drive_strength.png
Scale bar: 20 microns.
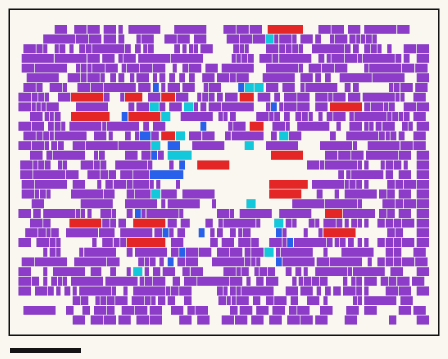
zoom.png
Window x 75 to 105, y 8 to 38 microns. Cells in gray, sequential cells in the stronger gray; small squares are vias.
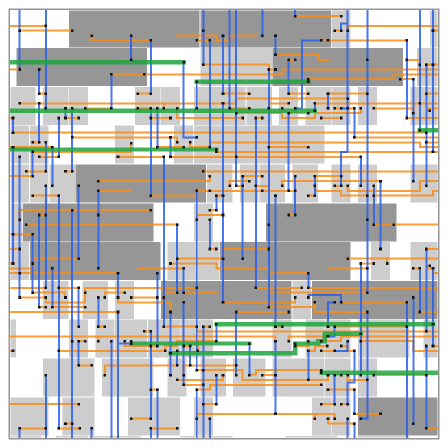
final_clocks.png
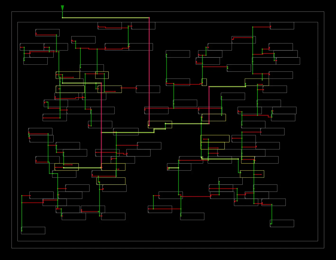
File: config.mk
export PLATFORM = sky130hd
export DESIGN_NAME = ddr_arbiter_flat
export DESIGN_NICKNAME = d
export VERILOG_FILES = /design/src/rtl/ddr_arbiter_pkg.sv /design/src/rtl/ddr_arbiter_if.sv /design/src/rtl/ddr_arbiter_rr_arbiter2.sv /design/src/rtl/ddr_arbiter.sv /design/src/flat_wrapper.sv
export SDC_FILE = /design/constraint.sdc
export NUM_CORES = 1
export LEC_CHECK = 0
export CAP_MARGIN = 40
export CORE_ASPECT_RATIO = 0.75
export CORE_MARGIN = 2
export CORE_UTILIZATION = 42
export DETAILED_ROUTE_END_ITERATION = 12
export GPL_TIMING_DRIVEN = 0
export PLACE_DENSITY = 0.84
export SLEW_MARGIN = 20
export SYNTH_ARGS = -nofsm -noshare
export SYNTH_HDL_FRONTEND = slang
export SYNTH_SLANG_ARGS = --single-unit
File: constraint.sdc
create_clock -name clk -period 5.8 [get_ports clk]
set_input_delay 0.87 -clock clk [delete_from_list [all_inputs] [get_ports clk]]
set_output_delay 0.87 -clock clk [all_outputs]
set_load 0.02 [all_outputs]
File: src/rtl/ddr_arbiter_pkg.sv
// ddr_arb_pkg: shared types and constants for the two-port DDR arbiter
package ddr_arb_pkg;
  typedef enum logic [1:0] {IDLE, ISSUE, WAIT, RESP} state_t;
  typedef logic port_t;
  localparam int DEFAULT_RD_TIMEOUT = 64;
endpackage

File: src/rtl/ddr_arbiter_if.sv
// ddr_arbiter_if: requester ports and memory port of the DDR arbiter
interface ddr_arbiter_if #(
  parameter int DATA_WIDTH = 32,
  parameter int ADDR_WIDTH = 10
);
  logic                  m0_req, m1_req, m0_we, m1_we;
  logic [ADDR_WIDTH-1:0] m0_addr, m1_addr;
  logic [DATA_WIDTH-1:0] m0_wdata, m1_wdata;
  logic                  m0_ack, m1_ack, m0_err, m1_err;
  logic [DATA_WIDTH-1:0] m0_rdata, m1_rdata;
  logic                  ddr_rd_req, ddr_wr_req, ddr_rd_valid;
  logic [ADDR_WIDTH-1:0] ddr_addr;
  logic [DATA_WIDTH-1:0] ddr_wr_data, ddr_rd_data;
  modport slave (
    input  m0_req, m1_req, m0_we, m1_we, m0_addr, m1_addr, m0_wdata, m1_wdata,
    input  ddr_rd_data, ddr_rd_valid,
    output m0_ack, m1_ack, m0_err, m1_err, m0_rdata, m1_rdata,
    output ddr_rd_req, ddr_wr_req, ddr_addr, ddr_wr_data
  );
  modport master (
    output m0_req, m1_req, m0_we, m1_we, m0_addr, m1_addr, m0_wdata, m1_wdata,
    output ddr_rd_data, ddr_rd_valid,
    input  m0_ack, m1_ack, m0_err, m1_err, m0_rdata, m1_rdata,
    input  ddr_rd_req, ddr_wr_req, ddr_addr, ddr_wr_data
  );
endinterface

File: src/rtl/ddr_arbiter_rr_arbiter2.sv
// rr_arbiter2: combinational two-way round-robin pick; on a tie the port that was not granted last wins
module rr_arbiter2
  import ddr_arb_pkg::*;
(
  input  logic  i_req0,
  input  logic  i_req1,
  input  port_t i_last,
  output port_t o_gnt,
  output logic  o_valid
);
  assign o_valid = i_req0 | i_req1;
  assign o_gnt   = (i_req0 & i_req1) ? ~i_last : i_req1;
endmodule

File: src/rtl/ddr_arbiter.sv
// ddr_arbiter: shares one ddr_model port between two masters, one strobe per grant,
// read completion on rd_valid or timeout error, one-cycle ack to the granted port
module ddr_arbiter
  import ddr_arb_pkg::*;
#(
  parameter int DATA_WIDTH = 32,
  parameter int ADDR_WIDTH = 10,
  parameter int RD_TIMEOUT = DEFAULT_RD_TIMEOUT
) (
  input logic clk,
  input logic reset,
  ddr_arbiter_if.slave bus
);
  localparam int CW = $clog2(RD_TIMEOUT);
  state_t                r_state, w_next;
  port_t                 r_last, w_gnt;
  logic                  w_valid, w_tmo, w_ack, r_we, r_err;
  logic [ADDR_WIDTH-1:0] r_addr;
  logic [DATA_WIDTH-1:0] r_wdata, r_rdata;
  logic [CW-1:0]         r_cnt;
  rr_arbiter2 u_rr (
    .i_req0 (bus.m0_req),
    .i_req1 (bus.m1_req),
    .i_last (r_last),
    .o_gnt  (w_gnt),
    .o_valid(w_valid)
  );
  assign w_tmo = r_cnt == CW'(RD_TIMEOUT - 1);
  always_ff @(posedge clk or posedge reset)
    if (reset) r_state <= IDLE;
    else       r_state <= w_next;
  always_comb begin
    w_next = r_state;
    case (r_state)
      IDLE:    w_next = w_valid ? ISSUE : IDLE;
      ISSUE:   w_next = r_we ? RESP : WAIT;
      WAIT:    w_next = (bus.ddr_rd_valid || w_tmo) ? RESP : WAIT;
      default: w_next = IDLE;
    endcase
  end
  // r_last doubles as the index of the port currently being served
  always_ff @(posedge clk or posedge reset)
    if (reset) begin
      r_last  <= 1'b1;
      r_we    <= 1'b0;
      r_addr  <= '0;
      r_wdata <= '0;
      r_rdata <= '0;
      r_err   <= 1'b0;
      r_cnt   <= '0;
    end else if (r_state == IDLE && w_valid) begin
      r_last  <= w_gnt;
      r_we    <= w_gnt ? bus.m1_we : bus.m0_we;
      r_addr  <= w_gnt ? bus.m1_addr : bus.m0_addr;
      r_wdata <= w_gnt ? bus.m1_wdata : bus.m0_wdata;
      r_rdata <= '0;
      r_err   <= 1'b0;
      r_cnt   <= '0;
    end else if (r_state == WAIT) begin
      r_cnt <= r_cnt + 1'b1;
      if (bus.ddr_rd_valid) r_rdata <= bus.ddr_rd_data;
      else if (w_tmo)       r_err   <= 1'b1;
    end
  assign w_ack           = r_state == RESP;
  assign bus.ddr_wr_req  = r_state == ISSUE && r_we;
  assign bus.ddr_rd_req  = r_state == ISSUE && !r_we;
  assign bus.ddr_addr    = r_addr;
  assign bus.ddr_wr_data = r_wdata;
  assign bus.m0_ack      = w_ack && !r_last;
  assign bus.m1_ack      = w_ack && r_last;
  assign bus.m0_rdata    = (w_ack && !r_last) ? r_rdata : '0;
  assign bus.m1_rdata    = (w_ack && r_last) ? r_rdata : '0;
  assign bus.m0_err      = w_ack && !r_last && r_err;
  assign bus.m1_err      = w_ack && r_last && r_err;
endmodule

File: src/flat_wrapper.sv
// flat-port wrapper written by rule: the top's interface ports become plain ports
module ddr_arbiter_flat import ddr_arb_pkg::*;
#(
  parameter int DATA_WIDTH = 32,
  parameter int ADDR_WIDTH = 10,
  parameter int RD_TIMEOUT = DEFAULT_RD_TIMEOUT
)
  (clk, reset, bus_m0_req, bus_m1_req, bus_m0_we, bus_m1_we, bus_m0_addr, bus_m1_addr, bus_m0_wdata, bus_m1_wdata, bus_ddr_rd_data, bus_ddr_rd_valid, bus_m0_ack, bus_m1_ack, bus_m0_err, bus_m1_err, bus_m0_rdata, bus_m1_rdata, bus_ddr_rd_req, bus_ddr_wr_req, bus_ddr_addr, bus_ddr_wr_data);
  ddr_arbiter_if #(.DATA_WIDTH(DATA_WIDTH), .ADDR_WIDTH(ADDR_WIDTH)) bus_i ();
  input logic clk;
  input logic reset;
  input wire logic [$bits(bus_i.m0_req)-1:0] bus_m0_req;
  input wire logic [$bits(bus_i.m1_req)-1:0] bus_m1_req;
  input wire logic [$bits(bus_i.m0_we)-1:0] bus_m0_we;
  input wire logic [$bits(bus_i.m1_we)-1:0] bus_m1_we;
  input wire logic [$bits(bus_i.m0_addr)-1:0] bus_m0_addr;
  input wire logic [$bits(bus_i.m1_addr)-1:0] bus_m1_addr;
  input wire logic [$bits(bus_i.m0_wdata)-1:0] bus_m0_wdata;
  input wire logic [$bits(bus_i.m1_wdata)-1:0] bus_m1_wdata;
  input wire logic [$bits(bus_i.ddr_rd_data)-1:0] bus_ddr_rd_data;
  input wire logic [$bits(bus_i.ddr_rd_valid)-1:0] bus_ddr_rd_valid;
  output wire logic [$bits(bus_i.m0_ack)-1:0] bus_m0_ack;
  output wire logic [$bits(bus_i.m1_ack)-1:0] bus_m1_ack;
  output wire logic [$bits(bus_i.m0_err)-1:0] bus_m0_err;
  output wire logic [$bits(bus_i.m1_err)-1:0] bus_m1_err;
  output wire logic [$bits(bus_i.m0_rdata)-1:0] bus_m0_rdata;
  output wire logic [$bits(bus_i.m1_rdata)-1:0] bus_m1_rdata;
  output wire logic [$bits(bus_i.ddr_rd_req)-1:0] bus_ddr_rd_req;
  output wire logic [$bits(bus_i.ddr_wr_req)-1:0] bus_ddr_wr_req;
  output wire logic [$bits(bus_i.ddr_addr)-1:0] bus_ddr_addr;
  output wire logic [$bits(bus_i.ddr_wr_data)-1:0] bus_ddr_wr_data;
  assign bus_i.m0_req = bus_m0_req;
  assign bus_i.m1_req = bus_m1_req;
  assign bus_i.m0_we = bus_m0_we;
  assign bus_i.m1_we = bus_m1_we;
  assign bus_i.m0_addr = bus_m0_addr;
  assign bus_i.m1_addr = bus_m1_addr;
  assign bus_i.m0_wdata = bus_m0_wdata;
  assign bus_i.m1_wdata = bus_m1_wdata;
  assign bus_i.ddr_rd_data = bus_ddr_rd_data;
  assign bus_i.ddr_rd_valid = bus_ddr_rd_valid;
  assign bus_m0_ack = bus_i.m0_ack;
  assign bus_m1_ack = bus_i.m1_ack;
  assign bus_m0_err = bus_i.m0_err;
  assign bus_m1_err = bus_i.m1_err;
  assign bus_m0_rdata = bus_i.m0_rdata;
  assign bus_m1_rdata = bus_i.m1_rdata;
  assign bus_ddr_rd_req = bus_i.ddr_rd_req;
  assign bus_ddr_wr_req = bus_i.ddr_wr_req;
  assign bus_ddr_addr = bus_i.ddr_addr;
  assign bus_ddr_wr_data = bus_i.ddr_wr_data;
  ddr_arbiter #(.DATA_WIDTH(DATA_WIDTH), .ADDR_WIDTH(ADDR_WIDTH), .RD_TIMEOUT(RD_TIMEOUT)) u_core (.clk(clk), .reset(reset), .bus(bus_i));
endmodule
==> out/metrics.csv <==
stage,metric,value,unit
worst_setup_path,Reg2Reg Depth,6,
sta,unrepaired setup endpoints after global routing,no,
die,Die ar.,10950,sq um
layout,diode count,0,
sta,Total Neg Setup Slack,0,ns
synth,Syn Area/Cell,8.447,sq um
die,CORE AREA,9736,sq um
synth,Mapped Cells,503,
placed_design,Placer Congestion,0.7862,
placed_design,port bufs,234,
layout,post-route cell area,7134,sq um
global_route,first-pass GRT wire length,22440,microns
global_route,global route total overflow,0,
worst_setup_path,critical path type,register to output pin,
clock_tree,Post-CTS Setup Bufs,0,
power,Pwr Density,462.5,nW/um^2
die,fp_density,43.64,%
route,post-DR wirelength/cell,16.21,microns
synth,"Registers, synthesis",85,
synth,ys cells,503,
sta,Rel. slew slack,69.86,%
synth,Syn Nets,631,
die,Tapcells,132,
sta,fin crit period,3.441,ns
global_route,number of global-route vias before repair,4437,
synth,flip-flops with a built-in enable,0,
worst_setup_path,CP required,4.93,ns
clock_tree,clock buffer depth,2,
worst_setup_path,Critical Path AT,2.57,ns
synth,yosys synthesis chip area,4249,sq um
sta,Final Max-Slew Violation Tally,0,
synth,Cell Type Count,29,
worst_setup_path,critical path launch point type,register,
job,Log Warnings,29,
layout,combinational share of cell area,26.01,%
sta,# setup viols final,0,
placed_design,placed cell area,6787,sq um
clock_tree,htree depth,3,
worst_setup_path,"critical path fanouts, max",10,
clock_tree,hold bufs inserted after CTS,0,
route,# DRC,0,
layout,flop share of the area,29.83,%
worst_hold_path,min-delay worst type,register to register,
synth,most common cell in the netlist,a21oi_1,
route,final WL,14350,microns
job,Max Cap Viol,0,
route,post-route ant nets,0,
synth,ys flop type,dfrtp_1,
clock_tree,CTS sink count,85,
die,die height,91.11,microns
worst_setup_path,Worst path slowest cell,clkdlybuf4s50_1,
status,outcome,completed,
worst_setup_path,crit-path max cell delay,0.60,ns
worst_setup_path,Top delay family on crit path,buffers and inverters,
worst_setup_path,instance count on the critical path,5,
worst_setup_path,CP Buf/Inv Count,2,
synth,Top cells by area,"dfrtp_1 (49%), a21oi_1 (14%), nand2_1 (9.7%)",
layout,fin nets,877,
synth,Async SR Flop Fraction,100.0,%
synth,"Seq share, synth",50.09,%
placed_design,Detail Placement HPWL,10880,microns
clock_tree,"Clk pin slew, worst setup/hold paths",0.06,ns
layout,layout cell share with drive strength beyond 1,7.039,%
clock_tree,root buf cell,clkbuf_16,
layout,Layout clock area frac,4.875,%
synth,commonest cells in the netlist,"a21oi_1 (121), nand2_1 (110), dfrtp_1 (84)",
worst_setup_path,Critical Path End Type,output pin,
layout,clock buf count,11,
About drive_strength.png:
legend:
  drive 2:
    color: blue
    cells: 18
    share: 2.4%
  drive 3 to 4:
    color: cyan
    cells: 16
    share: 2.1%
  drive 1 or less:
    color: purple
    cells: 700
    share: 93%
  drive 6 and up:
    color: red
    cells: 19
    share: 2.5%
Synth-to-Final Area Change: 67.90%
final setup margin: 2.359 ns

About zoom.png:
legend:
  met2:
    color: blue
  met1:
    color: orange
  met3:
    color: green
cells with their middle in the window: 74
netlist names of flops here include: u_core.r_rdata (12)
sequential cells in the window: 12
most frequent: nand2_1 (25), a21oi_1 (12), dfrtp_1 (12)

About final_clocks.png:
total CTS buffers: 9
Clk power: 669 uW
Skew-Pair Late Insertion Delay: 0.34 ns
flop count: 85
clk_skew: 0.007980 ns

[path summary, 6_finish.rpt]
| kind | slack, ns | from | end |
|---|---|---|---|
| max | 2.36 | u_core.r_state[0]$_DFF_PP0_ | bus_m0_rdata[20] |
| min | 0.53 | u_core.bus.ddr_wr_data[12]$_DFFE_PP0P_ | u_core.bus.ddr_wr_data[12]$_DFFE_PP0P_ |
| max reg2reg | 4.23 | u_core.r_state[0]$_DFF_PP0_ | u_core.r_err$_DFFE_PP0P_ |
| min reg2reg | 0.53 | u_core.bus.ddr_wr_data[12]$_DFFE_PP0P_ | u_core.bus.ddr_wr_data[12]$_DFFE_PP0P_ |
| max in group asynchronous | 4.23 | reset | u_core.r_last$_DFFE_PP1P_ |
| min in group asynchronous | 0.90 | reset | u_core.bus.ddr_wr_data[16]$_DFFE_PP0P_ |
[state kept, by name, indices dropped and copies added, names as in the netlist]
| name | flops |
|---|---|
| u_core.r_we | 1 |
| u_core.r_state | 2 |
| u_core.bus.ddr_addr | 10 |
| u_core.r_cnt | 6 |
| u_core.r_rdata | 32 |
| u_core.bus.ddr_wr_data | 32 |
| u_core.r_err | 1 |
| u_core.r_last | 1 |
[cells by family (layout without fill, tap and decap cells)]
group / after synthesis / after routing / share of synthesized area, %
xor gates and xnor gates: 4 / 4 / 0.8247
AOI/OAI and AO/OA: 128 / 128 / 15.75
muxes: 1 / 1 / 0.2356
adders and majority gates: 5 / 5 / 1.472
and+or+nand+nor: 236 / 236 / 25.38
DFF: 85 / 85 / 50.09
buffers and inverters: 44 / 294 / 6.243
[placed cells by master (no fill, tap or decap), types with 4 or more instances in the layout]
cell             Yosys  final
a21oi_1            121    121
and2_1              36     36
and3_1              33     33
buf_2               14     14
buf_4               14     14
buf_6                4      4
clkbuf_1             8      8
clkbuf_16            0      9
clkdlybuf4s50_1      0    234
dfrtp_1             84     84
ha_1                 5      5
nand2_1            110    110
nor2_1              48     48
[power by group]
| part | switching [mW] | leakage [nW] | internal (mW) |
|---|---|---|---|
| registers | 0.161 | 1.03 | 0.858 |
| logic | 0.901 | 1.95 | 0.711 |
| clock network | 0.228 | 0.172 | 0.441 |
| total | 1.29 | 3.16 | 2.01 |
[worst register-to-register path: stages (launching register included)]
cell     delay, ns
dfrtp_1       0.40
inv_1         0.09
ha_1          0.14
buf_4         0.15
nand2_1       0.09
or3_1         0.39
o31ai_1       0.20
[per-stage QoR]
step	utilization [%]	hold WS, ns	total power, mW	worst slack [ns]	cells
6_report	73.28	0.5300	3.300	2.359	885
5_1_grt	73.28	0.5508	3.510	2.225	885
4_1_cts	73.28	0.5328	3.310	2.355	885
3_5_place_dp	69.71	0.5211	2.632	2.734	870
3_3_place_gp	69.40	0.5087	2.573	1.382	869
2_1_floorplan	-	0.4552	1.910	2.738	503
[metal layers]
metal	GRT usage (%)	part of all wire (%)	wire [microns]	vias up
li1	-	-	-	2145
met2	44.37	51	7250	176
met3	6.407	7.1	1013	21
met1	32.85	41	5831	2154
met5	0	0	0	-
met4	7.353	1.8	254	0
No activity file was given, so power comes from the tool's default toggle rates.
